run_1/drive_strength.png
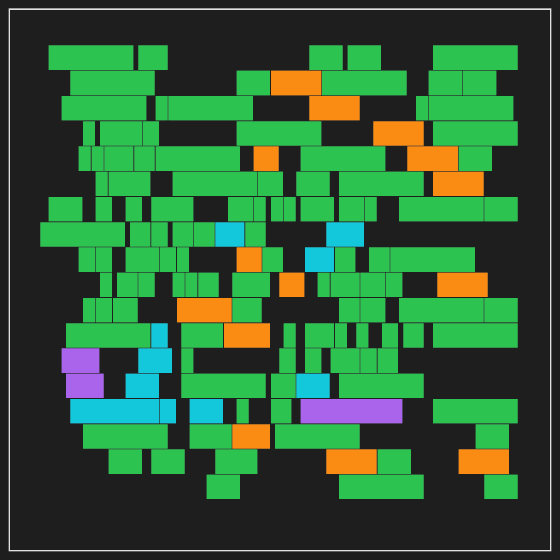
run_1/cell_classes.png
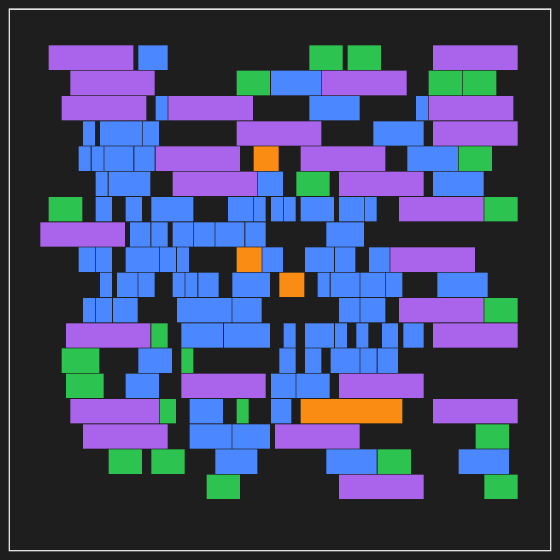
run_1/wire_density.png
The bar under the picture is 20 µm long. The die is cut into 12 by 12 equal tiles; dark blue is low, red is high, scaled to the fullest tile. Values are wire area over tile area, all layers added.
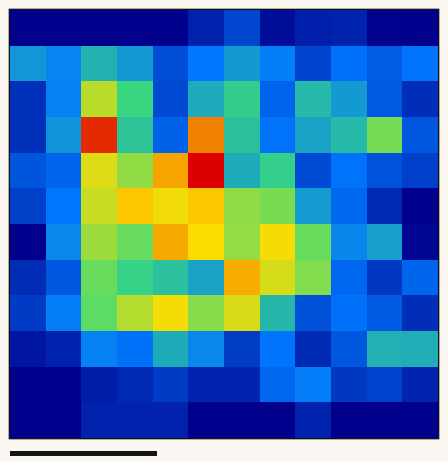
run_1/density.png
The bar under the picture is 20 µm long. The die is cut into 12 by 12 equal tiles; dark blue is low, red is high, 0 to 100% covered.
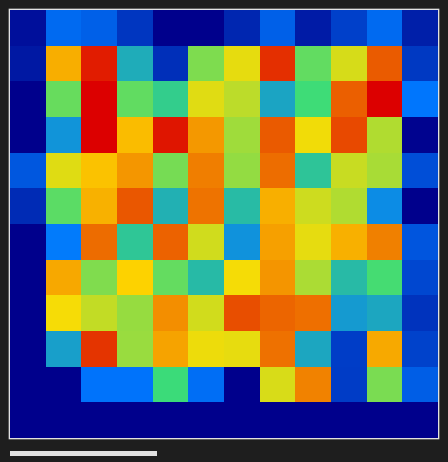
==> src/rtl/tdm_demux_8to1.sv <==
// tdm_demux_8to1: TDM serial-to-parallel demultiplexer.
// Rebuilds an 8-bit word from a one-bit-per-slot serial stream. Sel is the
// slot expected for the next accepted bit, so it tracks the far-end mux select.
// Optional build macro TDM_DEMUX_PARITY_EN adds a 9th (even parity) slot and
// the par_err output.
module tdm_demux_8to1 #(
  parameter int WIDTH         = 8,
  parameter int FRAME_TIMEOUT = 15
) (
  input  logic             clk,
  input  logic             rst_n,
  input  logic             F,
  input  logic             valid_in,
  input  logic             sync,
  output logic [2:0]       Sel,
  output logic [WIDTH-1:0] Y,
  output logic             Y_valid,
  output logic             busy,
  output logic             frame_err
`ifdef TDM_DEMUX_PARITY_EN
  ,
  output logic             par_err
`endif
);

  localparam int TW = $clog2(FRAME_TIMEOUT + 1);
  localparam logic [2:0]    LAST_SLOT = 3'(WIDTH - 1);
  localparam logic [TW-1:0] TO_LAST   = TW'(FRAME_TIMEOUT - 1);

  typedef enum logic {
    ST_IDLE = 1'b0,
    ST_RUN  = 1'b1
  } state_t;

  state_t           r_state;
  logic [2:0]       r_sel;
  logic [WIDTH-1:0] r_buf;
  logic [WIDTH-1:0] r_y;
  logic             r_y_valid;
  logic             r_busy;
  logic             r_frame_err;
  logic [TW-1:0]    r_tcnt;
  logic             w_mid_frame;
`ifdef TDM_DEMUX_PARITY_EN
  logic             r_par_slot;
  logic             r_par_err;
`endif

  // A frame is partially received when past slot 0 or waiting for parity.
  always_comb begin
    w_mid_frame = (r_sel != 3'd0);
`ifdef TDM_DEMUX_PARITY_EN
    w_mid_frame = w_mid_frame | r_par_slot;
`endif
  end

  // Slot tracking FSM: frame assembly, sync restart and idle timeout.
  always_ff @(posedge clk or negedge rst_n) begin
    if (!rst_n) begin
      r_state     <= ST_IDLE;
      r_sel       <= '0;
      r_buf       <= '0;
      r_y         <= '0;
      r_y_valid   <= 1'b0;
      r_busy      <= 1'b0;
      r_frame_err <= 1'b0;
      r_tcnt      <= '0;
`ifdef TDM_DEMUX_PARITY_EN
      r_par_slot  <= 1'b0;
      r_par_err   <= 1'b0;
`endif
    end else begin
      r_y_valid   <= 1'b0;
      r_frame_err <= 1'b0;
      case (r_state)
        ST_IDLE: begin
          r_tcnt <= '0;
          if (valid_in && sync) begin
            r_buf   <= {{(WIDTH-1){1'b0}}, F};
            r_sel   <= 3'd1;
            r_state <= ST_RUN;
            r_busy  <= 1'b1;
          end
        end
        ST_RUN: begin
          if (valid_in) begin
            r_tcnt <= '0;
            if (sync) begin
              // Sync always wins, even on the last slot: restart at slot 0.
              if (w_mid_frame)
                r_frame_err <= 1'b1;
              r_buf <= {{(WIDTH-1){1'b0}}, F};
              r_sel <= 3'd1;
`ifdef TDM_DEMUX_PARITY_EN
              r_par_slot <= 1'b0;
            end else if (r_par_slot) begin
              r_y        <= r_buf;
              r_par_err  <= ^{r_buf, F};
              r_y_valid  <= 1'b1;
              r_sel      <= '0;
              r_par_slot <= 1'b0;
            end else if (r_sel == LAST_SLOT) begin
              // Sel holds at 7 through the parity slot.
              r_buf[LAST_SLOT] <= F;
              r_par_slot       <= 1'b1;
`else
            end else if (r_sel == LAST_SLOT) begin
              r_y       <= {F, r_buf[WIDTH-2:0]};
              r_y_valid <= 1'b1;
              r_sel     <= '0;
`endif
            end else begin
              r_buf[r_sel] <= F;
              r_sel        <= r_sel + 3'd1;
            end
          end else if (r_tcnt == TO_LAST) begin
            if (w_mid_frame)
              r_frame_err <= 1'b1;
            r_tcnt  <= '0;
            r_sel   <= '0;
            r_state <= ST_IDLE;
            r_busy  <= 1'b0;
`ifdef TDM_DEMUX_PARITY_EN
            r_par_slot <= 1'b0;
`endif
          end else begin
            r_tcnt <= r_tcnt + 1'b1;
          end
        end
        default: r_state <= ST_IDLE;
      endcase
    end
  end

  assign Sel       = r_sel;
  assign Y         = r_y;
  assign Y_valid   = r_y_valid;
  assign busy      = r_busy;
  assign frame_err = r_frame_err;
`ifdef TDM_DEMUX_PARITY_EN
  assign par_err   = r_par_err;
`endif

endmodule

==> config.mk <==
export PLATFORM = sky130hd
export DESIGN_NAME = tdm_demux_8to1
export DESIGN_NICKNAME = d
export VERILOG_FILES = /design/src/rtl/tdm_demux_8to1.sv
export SDC_FILE = /design/constraint.sdc
export NUM_CORES = 1
export LEC_CHECK = 0
export CORE_MARGIN = 3
export CORE_UTILIZATION = 50
export DETAILED_ROUTE_END_ITERATION = 16
export GPL_ROUTABILITY_DRIVEN = 1
export GPL_TIMING_DRIVEN = 0
export HOLD_SLACK_MARGIN = 0.05
export MAX_ROUTING_LAYER = met4
export PLACE_DENSITY_LB_ADDON = 0.05
export SYNTH_ARGS = -nofsm -noshare
export SYNTH_HDL_FRONTEND = slang
export SYNTH_SLANG_ARGS = --single-unit
==> constraint.sdc <==
create_clock -name clk -period 2 [get_ports clk]
set_clock_uncertainty 0.1 [all_clocks]
set_input_delay 0.5 -clock clk [delete_from_list [all_inputs] [get_ports clk]]
set_output_delay 0.5 -clock clk [all_outputs]
set_load 0.01 [all_outputs]
==> results.json, run 1 <==
{
  "yosysWarnings": 0,
  "drc": 0,
  "drv_cap": 0,
  "vias": 967,
  "antenna_cells": 0,
  "dpl.cell_count": 165,
  "drt_iter0_markers": 23,
  "rows": 18,
  "clock_path_buffers": 2,
  "grt_usage_pct": 17.1,
  "antenna_found_initial": 0,
  "finalClockPeriodUsage_pct": 96.7,
  "critical-path-top-delay-family": "buffers and inverters",
  "endpoint_kind": "output port",
  "wl_met1_um": 1100,
  "vias_per_cell": 5.72,
  "timing.final.crit_period_ns": 1.93,
  "worst_pin_slew_ns": 1.13,
  "nClkBuffers": 3,
  "clk_share_pct": 3.26,
  "fillCellCount": 215,
  "async_flop_share_pct": 100,
  "cpMaxStageDelayCell": "clkdlybuf4s50_1",
  "ys_types": 37,
  "drive_gt1_share_pct": 19.4,
  "core_um2": 2520,
  "inverters": 7,
  "lay_top_count": "dfrtp_1",
  "yosysChipArea_um2": 1360,
  "seq_share_pct": 40.4,
  "chipWidth_um": 58.2,
  "largest_cell_class": "registers",
  "yosysSeqAreaShare_pct": 47.8,
  "met3_length_um": 72,
  "nonClkBufAreaFrac_pct": 12.4,
  "power_density_nw_per_um2": 827,
  "top_area_cell": "dfrtp_1",
  "gp_congestion": 0.811,
  "tritoncts": "yes",
  "grt_max_degree": 27,
  "io_pins": 19,
  "worstSetupStartpointType": "register",
  "dr_wl_met2_um": 1240,
  "final-seq-area_um2": 652,
  "required_ns": 1.40,
  "vdd_drop_max_mv": 0.617,
  "hold_path.class": "in2reg",
  "leakagePower_nw": 0.772,
  "netlist_top_cells_count": "dfrtp_1 (26), mux2_4 (8)",
  "final-comb-area_um2": 644,
  "initial_core_util_pct": 54.0,
  "multi_input_comb_cells": 80,
  "clk_pin_slew_worst_paths_ns": 0.14,
  "use_met2_pct": 28.9,
  "cts-root-buf": "clkbuf_4",
  "clock-sinks": 26,
  "synthCells": 119,
  "ys_cells": 119,
  "postLayoutCoreUtil_pct": 63.9,
  "finalSetupViolations": 0,
  "slew_viol_final": 0,
  "nNonClkBuffers": 22,
  "syn_avg_cell_area_um2": 11.4,
  "dp_hpwl_um": 1810,
  "grt-ovfl-total": 0,
  "dieHeight_um": 58.2,
  "clk_latency_ns": 0.32,
  "top_cell_area_share_pct": 47.8,
  "worstSetupPathType": "reg2out",
  "tool_warnings": 29,
  "wl_per_cell_um": 14.5,
  "cpPeakStageDelay_ns": 0.56,
  "areaGrowthSynthToFinish_pct": 18.5,
  "hold_buffers": 0,
  "grt_pass1_wl_um": 4350,
  "port_buffers": 16,
  "max_clock_freq_mhz": 517,
  "ff_type": "dfrtp_1",
  "hold_viol": 0,
  "synthMostInstantiatedCell": "dfrtp_1",
  "relSlewSlack_pct": 24.6,
  "grt_setup_unrepaired": "false",
  "sh_comb_area_pct": 40.0,
  "status": "completed",
  "grtUsageMet1_pct": 21.1,
  "crit_chain": "clkdlybuf4s50_1",
  "lay_top_cells": "dfrtp_1 (25), clkdlybuf4s50_1 (16), mux2_4 (8)",
  "die-area_um2": 3380,
  "fp_nets": 130,
  "crit_fanout": 8,
  "wl_um": 2450,
  "tritoncts.num_buffers": 3,
  "edf_count": 0,
  "arrival_ns": 1.33,
  "grt_pass1_vias": 996,
  "use_met3_pct": 2.67
}
Back to the opening pictures, drive_strength.png:
[orange] drive 3 to 4 | cells: 14 | share: 10% | most used: mux2_4
[green] drive 1 or less | cells: 112 | share: 81% | most used: dfrtp_1
[purple] drive 6 and up | cells: 3 | share: 2.2% | most used: buf_6
[cyan] drive 2 | cells: 10 | share: 7.2%

Back to the opening pictures, cell_classes.png:
[purple] flip-flops | cells: 26 | share of their area: 41%
[orange] clock drivers and dummy loads | cells: 4 | share of their area: 3.3%
[blue] all other logic | cells: 87 | share of their area: 43%
[green] other buffers and delay cells | cells: 22 | share of their area: 13%

Back to the opening pictures, wire_density.png:
densest ninth of the die: centre
fullest tile: 0.39
tiles over half the peak: 21%
nearly empty tiles: 14%
mean over tiles: 0.11

Back to the opening pictures, density.png:
fullest tile: 100%
nearly empty tiles: 17%
tiles over 75% full: 26%
mean over tiles: 47%
densest ninth of the die: centre

==> run 1: report_power, final <==
part,total (W),leakage (nW),internal (W),switching (W)
Combinational,0.000318,0.406,0.000175,0.000143
Sequential,0.000658,0.338,0.000600,0.0000580
Clock,0.000358,0.0279,0.000203,0.000155
==> run 1: timing repair <==
action,4_1_cts,5_1_grt
setup endpoints to repair,0,1
gates resized,0,1
buffers inserted,0,0
==> run 1: logic make-up (layout without fill, tap and decap cells) <==
| logic type | count (synthesis) | count (layout) | synth area share [%] |
|---|---|---|---|
| simple gates | 43 | 43 | 20.0 |
| flops | 26 | 26 | 47.8 |
| compound gates | 20 | 20 | 10.9 |
| buf+inv | 13 | 33 | 4.87 |
| mux | 9 | 9 | 9.56 |
| fa+ha+maj | 6 | 6 | 5.51 |
| xor+xnor | 2 | 2 | 1.29 |
==> run 1: state kept, by name (all words and copies together) (netlist names) <==
register,count
r_state,1
r_buf,7
Y_valid,1
frame_err,1
r_tcnt,4
Y,8
Sel,3
busy,1
==> run 1: metrics by stage <==
step                hold slack [ns]  TNS [ns]  setup WS [ns]  cell area [µm²]  total power (W)
floorplan                     0.104         0          0.283             1360         0.000857
detailed placement            0.389    -0.320        -0.0139             1560         0.000989
global route                  0.371         0         0.0145             1610          0.00141
finish                        0.358         0         0.0661             1610          0.00133
CTS                           0.364         0        0.00146             1610          0.00134
global placement              0.371         0        0.00607             1560         0.000978
==> run 1: final timing paths <==
path                       startpoint         to  slack (ns)  depth (start not counted)
setup / recovery               Sel[1]     Sel[1]        0.07                          1
max in group asynchronous       rst_n     Sel[1]        0.40                          1
hold reg to reg             r_tcnt[0]  r_tcnt[0]        0.41                          1
min in group asynchronous       rst_n       Y[6]        0.66                          1
hold / removal               valid_in    r_state        0.36                          3
setup reg to reg               Sel[1]   r_buf[5]        0.23                          5
run_1/final_congestion.png
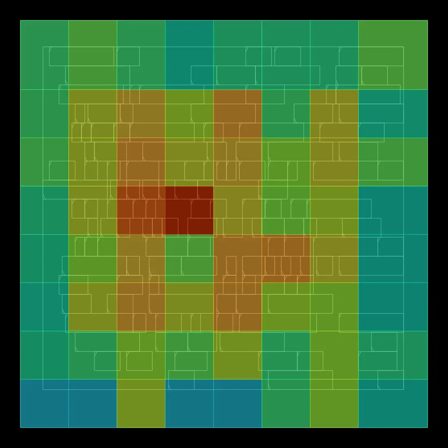

==> inputs of run 2 (changes only) <==
--- a/config.mk
+++ b/config.mk
@@ -9,7 +9,6 @@
 export CORE_UTILIZATION = 50
 export DETAILED_ROUTE_END_ITERATION = 16
 export GPL_ROUTABILITY_DRIVEN = 1
-export GPL_TIMING_DRIVEN = 0
 export HOLD_SLACK_MARGIN = 0.05
 export MAX_ROUTING_LAYER = met4
 export PLACE_DENSITY_LB_ADDON = 0.05
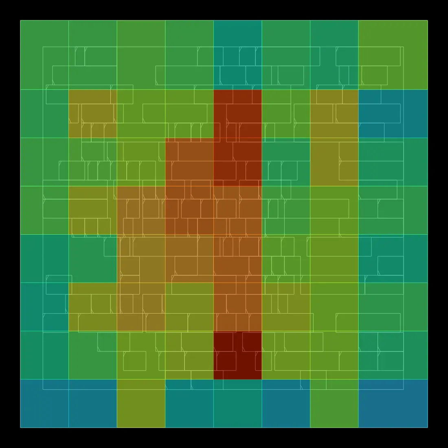
run_2/final_congestion.png
Util after Layout: 66.4%
GR Layer Usage met2: 29.7%

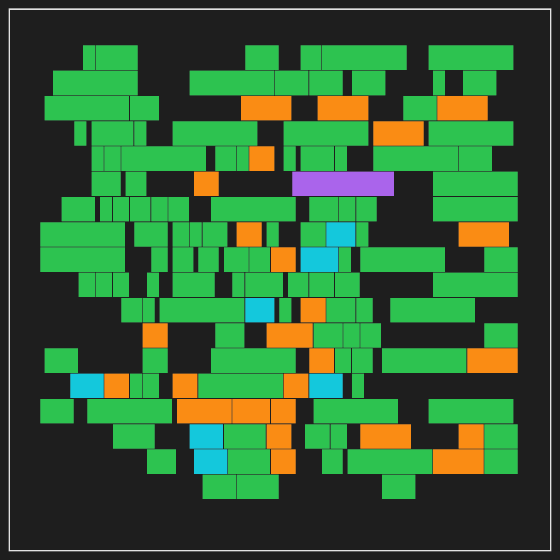
run_2/drive_strength.png
[purple] drive 6 and up | cells: 1 | share: 0.68% | most used: bufinv_16
[cyan] drive 2 | cells: 7 | share: 4.8%
[orange] drive 3 to 4 | cells: 25 | share: 17% | most used: buf_4
[green] drive 1 or less | cells: 113 | share: 77% | most used: dfrtp_1

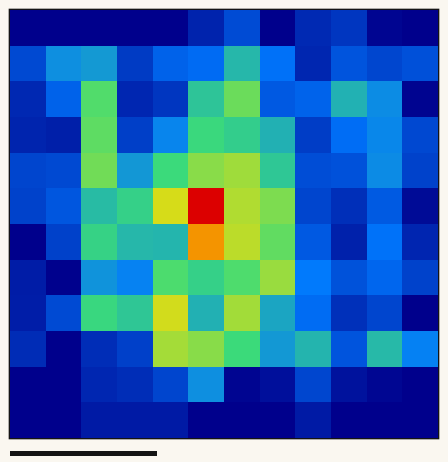
run_2/wire_density.png
The bar under the picture is 20 µm long. The die is cut into 12 by 12 equal tiles; dark blue is low, red is high, scaled to the fullest tile. Values are wire area over tile area, all layers added.
tiles over half the peak: 14%
nearly empty tiles: 18%
emptiest ninth of the die: south-west
fullest tile: 0.51
densest ninth of the die: centre
mean over tiles: 0.12

==> run 2 against run 1 <==
Net effect: combinational power grew 14%; sequential share of layout area shrank 1.6 points; first-iteration DRC count grew 13%; critical path type unchanged; critical endpoint is now Sel[2]; clock power is essentially flat; largest power group unchanged.
==> results.json, run 2 <==
{
  "status": "completed",
  "initial_core_util_pct": 54.0,
  "ys_cells": 119,
  "io_pins": 19,
  "design_area_um2": 1680,
  "grtUsageMet1_pct": 23.0,
  "r2r_cells": 7,
  "tool_warnings": 29,
  "cts-root-buf": "clkbuf_4",
  "grt_pass1_vias": 1017,
  "drive_gt1_share_pct": 22.6,
  "core_um2": 2520,
  "vdd_drop_max_mv": 0.720,
  "leakagePower_nw": 0.831,
  "clk_latency_ns": 0.32,
  "required_ns": 1.40,
  "ff_type": "dfrtp_1",
  "gp_congestion": 0.861,
  "critical_path.endpoint": "Sel[2]",
  "netlist_top_cells_count": "dfrtp_1 (26), mux2_4 (8)",
  "drv_cap": 0,
  "use_met3_pct": 2.67,
  "r2r-end": "r_buf[5]",
  "timing.final.crit_period_ns": 1.89,
  "endpoint_kind": "output port",
  "edf_count": 0,
  "yosysChipArea_um2": 1360,
  "die-area_um2": 3380,
  "tritoncts.num_buffers": 3,
  "drt_iter0_markers": 26,
  "cp.depth": 1,
  "drc": 0,
  "drtAntennaViolNets": 0,
  "r2r_slack_ns": 0.15,
  "top_area_cell": "dfrtp_1",
  "met3_length_um": 79,
  "synthMostInstantiatedCell": "dfrtp_1",
  "rows": 18,
  "place_area_um2": 1610,
  "ys_ff": 26,
  "holdPathStages": 1,
  "worstSetupPathType": "reg2out",
  "yosysSeqAreaShare_pct": 47.8,
  "htree_levels": 1,
  "clock-sinks": 26,
  "hold_path.class": "reg2reg",
  "grt_pass1_wl_um": 4650,
  "whs_endpoint": "r_tcnt[0]",
  "port_buffers": 18,
  "hold_viol": 0,
  "largest_reg_flops": 8,
  "firstDrtPassIters": 4,
  "finalSetupViolations": 0,
  "crit_path_start": "Sel[2]",
  "clock_path_buffers": 2,
  "antenna_found_initial": 0,
  "grt-ovfl-total": 0,
  "finalClockPeriodUsage_pct": 94.6,
  "grt_usage_pct": 18.4,
  "critical-path-top-delay-family": "buffers and inverters",
  "crit_chain": "clkdlybuf4s50_1",
  "lay_top_count": "dfrtp_1",
  "dieHeight_um": 58.2,
  "dp_hpwl_um": 1840,
  "chipWidth_um": 58.2,
  "top_cell_area_share_pct": 47.8,
  "r2r-start": "Sel[1]",
  "power_density_nw_per_um2": 816,
  "vias": 988,
  "wl_um": 2630,
  "critical_path_buf_inv_count": 1,
  "syn_area_um2": 1360,
  "dr_wl_met2_um": 1340,
  "async_flop_share_pct": 100,
  "arrival_ns": 1.29,
  "relSlewSlack_pct": 78.0,
  "grt_max_degree": 27,
  "busiest_layer": "met2",
  "lay_top_cells": "dfrtp_1 (26), clkdlybuf4s50_1 (16), buf_4 (11), mux2_4 (8)",
  "cpMaxStageDelayCell": "clkdlybuf4s50_1",
  "ys_types": 37,
  "worstSetupStartpointType": "register",
  "cpPeakStageDelay_ns": 0.55,
  "max_clock_freq_mhz": 529,
  "grt_setup_unrepaired": "false",
  "top_layer_used": "met4",
  "hold_buffers": 0,
  "synthCells": 119,
  "worstHoldStart": "r_tcnt[0]",
  "crit_fanout": 4,
  "tritoncts": "yes",
  "topCellsByArea": "dfrtp_1 (48%), mux2_4 (8.8%), ha_1 (5.5%)",
  "fp_nets": 130,
  "wl_per_cell_um": 14.9,
  "syn_avg_cell_area_um2": 11.4,
  "vias_per_cell": 5.61,
  "slew_viol_final": 0,
  "clk_pin_slew_worst_paths_ns": 0.14,
  "wl_met1_um": 1180,
  "worst_pin_slew_ns": 0.330,
  "antenna_cells": 0,
  "areaGrowthSynthToFinish_pct": 23.1,
  "nets": 158,
  "yosysWarnings": 0
}
run 2: through the flow:
stage / setup WS [ns] / cells / setup TNS, ns / power, W / hold WS [ns]
2_1_floorplan: 0.283 / 119 / 0 / 0.000857 / 0.104
3_3_place_gp: 0.0163 / 171 / 0 / 0.00101 / 0.375
3_5_place_dp: -0.0515 / 171 / -0.539 / 0.00102 / 0.386
4_1_cts: 0.0176 / 176 / 0 / 0.00139 / 0.405
5_1_grt: 0.0302 / 176 / 0 / 0.00145 / 0.425
6_report: 0.108 / 176 / 0 / 0.00137 / 0.400
run 2: layout make-up:
class / instances / area (µm²)
Clock buffer: 3 / 22.5
Clock inverter: 1 / 30.0
Fill cell: 198 / 847
Inverter: 7 / 26.3
Multi-Input combinational cell: 80 / 644
Sequential cell: 26 / 651
Tap cell: 30 / 37.5
Timing Repair Buffer: 29 / 264
run 2: kinds of logic (layout without fill, tap and decap cells):
| kind of cell | after synthesis | after routing | share of synthesized area, % |
|---|---|---|---|
| compound gates | 20 | 20 | 10.9 |
| buf+inv | 13 | 40 | 4.87 |
| mux | 9 | 9 | 9.56 |
| xor+xnor | 2 | 2 | 1.29 |
| flops | 26 | 26 | 47.8 |
| simple gates | 43 | 43 | 20.0 |
| fa+ha+maj | 6 | 6 | 5.51 |
run 2: worst register-to-register path, stage by stage (launching register included):
cell and delay [ns]:
dfrtp_1 0.41, buf_4 0.14, ha_1 0.19, ha_1 0.25, and4bb_4 0.37, buf_4 0.12, nand4_1 0.11, o211ai_1 0.10
run 2: power breakdown:
group	switching, W	internal (W)
clock	0.000155	0.000203
sequential	0.0000505	0.000599
combinational	0.000162	0.000199
run 2: timing repair:
action	CTS	global route
gates resized	1	1
buffers inserted	1	0
endpoints found under the setup margin	2	1
gates cloned	0	0
==> inputs of run 3 (changes only) <==
--- a/config.mk
+++ b/config.mk
@@ -5,6 +5,7 @@
 export SDC_FILE = /design/constraint.sdc
 export NUM_CORES = 1
 export LEC_CHECK = 0
+export CAP_MARGIN = 30
 export CORE_MARGIN = 3
 export CORE_UTILIZATION = 50
 export DETAILED_ROUTE_END_ITERATION = 16
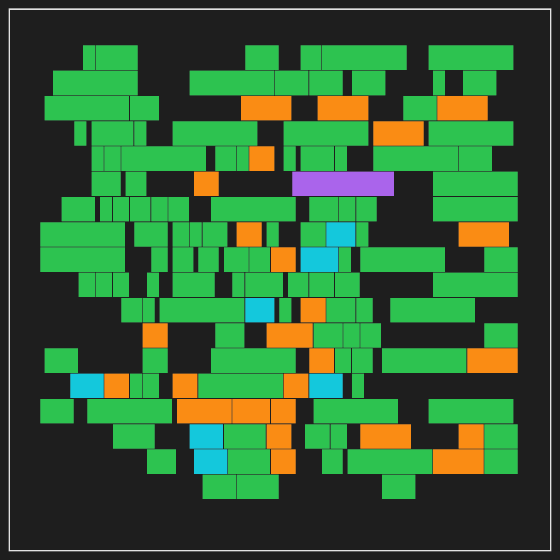
run_3/drive_strength.png
[orange] drive 3 to 4 | cells: 25 | share: 17% | most used: buf_4
[cyan] drive 2 | cells: 7 | share: 4.8%
[purple] drive 6 and up | cells: 1 | share: 0.68% | most used: bufinv_16
[green] drive 1 or less | cells: 113 | share: 77% | most used: dfrtp_1

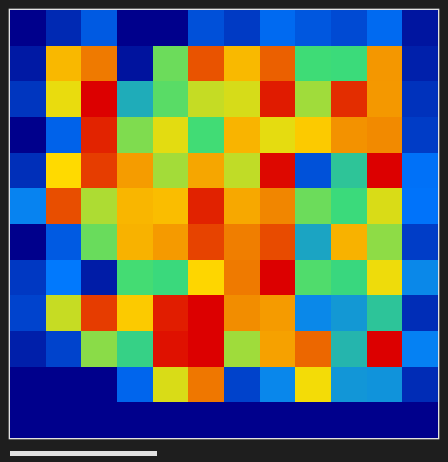
run_3/density.png
The bar under the picture is 20 µm long. The die is cut into 12 by 12 equal tiles; dark blue is low, red is high, 0 to 100% covered.
densest ninth of the die: centre
mean over tiles: 48%
tiles over 75% full: 33%
nearly empty tiles: 14%
emptiest ninth of the die: south-west

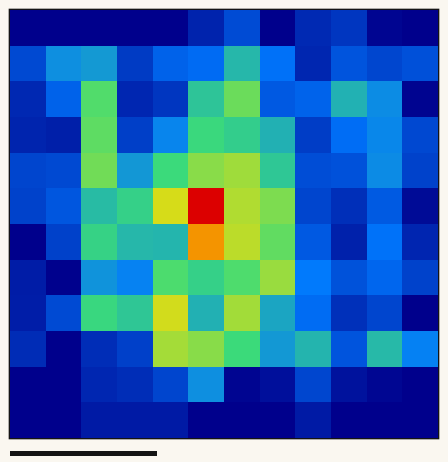
run_3/wire_density.png
The bar under the picture is 20 µm long. The die is cut into 12 by 12 equal tiles; dark blue is low, red is high, scaled to the fullest tile. Values are wire area over tile area, all layers added.
densest ninth of the die: centre
emptiest ninth of the die: south-west
fullest tile: 0.51
nearly empty tiles: 18%
tiles over half the peak: 14%
mean over tiles: 0.12

==> run 3 against run 2 <==
Net effect: global-route usage did not move; hold slack unchanged; critical endpoint unchanged; non-clock buffer count stayed put; first-iteration DRC count did not move; via count is the same; utilization is the same; count of clock-buffer cells in the layout stayed put; power did not move; die area is the same; sequential power about the same; critical path type unchanged; synthesized cell count is the same.
==> results.json, run 3 <==
{
  "top_area_cell": "dfrtp_1",
  "ff_type": "dfrtp_1",
  "drtAntennaViolNets": 0,
  "fillCellCount": 198,
  "ys_sh_adder_pct": 5.51,
  "top_layer_used": "met4",
  "synthMostInstantiatedCell": "dfrtp_1",
  "clock-sinks": 26,
  "compound_area_share_pct": 10.9,
  "topCellsByArea": "dfrtp_1 (48%), mux2_4 (8.8%), ha_1 (5.5%)",
  "cpMaxStageDelayCell": "clkdlybuf4s50_1",
  "timing.final.crit_period_ns": 1.89,
  "busiest_layer": "met2",
  "ys_sh_simple_pct": 20.0,
  "rows": 18,
  "die-area_um2": 3380,
  "cpPeakStageDelay_ns": 0.55,
  "max_clock_freq_mhz": 529,
  "yosysWarnings": 0,
  "grt_pass1_wl_um": 4650,
  "async_flop_share_pct": 100,
  "cts-root-buf": "clkbuf_4",
  "synth.comb.largest_family": "simple AND/OR/NAND/NOR gates",
  "io_pins": 19,
  "syn_avg_cell_area_um2": 11.4,
  "drc": 0,
  "use_met2_pct": 29.7,
  "firstDrtPassIters": 4,
  "initial_core_util_pct": 54.0,
  "lay_top_cells": "dfrtp_1 (26), clkdlybuf4s50_1 (16), buf_4 (11), mux2_4 (8)",
  "worstSetupStartpointType": "register",
  "arrival_ns": 1.29,
  "status": "completed",
  "dp_hpwl_um": 1840,
  "use_met3_pct": 2.67,
  "ys_ff": 26,
  "wl_per_cell_um": 14.9,
  "ys_types": 37,
  "p_sw_share_pct": 26.9,
  "critical_path_buf_inv_count": 1,
  "pwr-share-comb_pct": 26.4,
  "p_total_w": 0.00137,
  "port_buffers": 18,
  "grt_usage_pct": 18.4,
  "largest_reg_flops": 8,
  "drv_cap": 0,
  "drive_gt1_share_pct": 22.6,
  "gp_congestion": 0.861,
  "core_um2": 2520,
  "grt_setup_unrepaired": "false",
  "p_sw_w": 0.000367,
  "place_area_um2": 1610,
  "yosysSeqAreaShare_pct": 47.8,
  "edf_count": 0,
  "areaGrowthSynthToFinish_pct": 23.1,
  "seqPwrFrac_pct": 47.5,
  "clock_path_buffers": 2,
  "grt-ovfl-total": 0,
  "synthCells": 119,
  "tritoncts.num_buffers": 3,
  "hold_path.class": "reg2reg",
  "ys_cells": 119,
  "hold_viol": 0,
  "relSlewSlack_pct": 78.0,
  "crit_fanout": 4,
  "netlist_top_cells_count": "dfrtp_1 (26), mux2_4 (8)",
  "wl_met1_um": 1180,
  "tritoncts": "yes",
  "grtUsageMet1_pct": 23.0,
  "postLayoutCoreUtil_pct": 66.4,
  "met3_length_um": 79,
  "slew_viol_final": 0,
  "ys_sh_mux_pct": 9.56,
  "power_density_nw_per_um2": 816,
  "vias_per_cell": 5.61,
  "lay_top_count": "dfrtp_1",
  "intPower_w": 0.00100,
  "syn_area_um2": 1360,
  "instances_no_fill": 176,
  "drt_iter0_markers": 26,
  "crit_chain": "clkdlybuf4s50_1",
  "endpoint_kind": "output port",
  "required_ns": 1.40,
  "worstSetupPathType": "reg2out",
  "finalSetupViolations": 0,
  "dieHeight_um": 58.2,
  "yosysChipArea_um2": 1360,
  "nets": 158,
  "clockPowerShare_pct": 26.1,
  "clk_latency_ns": 0.32,
  "antenna_found_initial": 0,
  "finalClockPeriodUsage_pct": 94.6,
  "dpl.cell_count": 171,
  "design_area_um2": 1680
}
==> run 3: cell counts in the layout (fill, tap and decap cells not counted) <==
No cell type changed its count.
==> run 3: path summary, 6_finish.rpt <==
| kind | slack [ns] | cells past startpoint | from | end |
|---|---|---|---|---|
| worst max-delay path | 0.11 | 1 | Sel[2] | Sel[2] |
| worst min-delay path | 0.40 | 1 | r_tcnt[0] | r_tcnt[0] |
| worst max register to register | 0.15 | 7 | Sel[1] | r_buf[5] |
| worst min register to register | 0.40 | 1 | r_tcnt[0] | r_tcnt[0] |
| max in group asynchronous | 1.12 | 2 | rst_n | r_buf[0] |
| min in group asynchronous | 0.44 | 2 | rst_n | Y[2] |
==> run 3: area by class of cell <==
class,instances,area [µm²],share of cell area [%]
repair buffers,29,264,15.8
clock inverters,1,30.0,1.79
flip-flops and latches,26,651,38.8
inverters,7,26.3,1.57
multi-input cells,80,644,38.5
clock buffers,3,22.5,1.34
well taps,30,37.5,2.24
==> run 3: power by group through the flow <==
stage          registers (W)  logic [W]  clock network (W)
2_1_floorplan       0.000670   0.000187                  0
3_3_place_gp        0.000657   0.000354                  0
3_5_place_dp        0.000664   0.000356                  0
4_1_cts             0.000652   0.000365           0.000369
5_1_grt             0.000664   0.000399           0.000386
6_report            0.000649   0.000361           0.000357
==> run 3: timing repair <==
item	in CTS	in global routing
setup endpoints to repair	2	1
hold endpoints to repair	0	0
hold buffers	0	0
gates resized	1	1
buffers inserted	1	0
==> run 3: per-stage QoR <==
stage | setup slack, ns | setup TNS [ns]
floorplan | 0.283 | 0
global placement | 0.0163 | 0
detailed placement | -0.0515 | -0.539
CTS | 0.0176 | 0
global route | 0.0302 | 0
finish | 0.108 | 0
Power figures rest on the tool's default switching activity, not on a simulated workload.
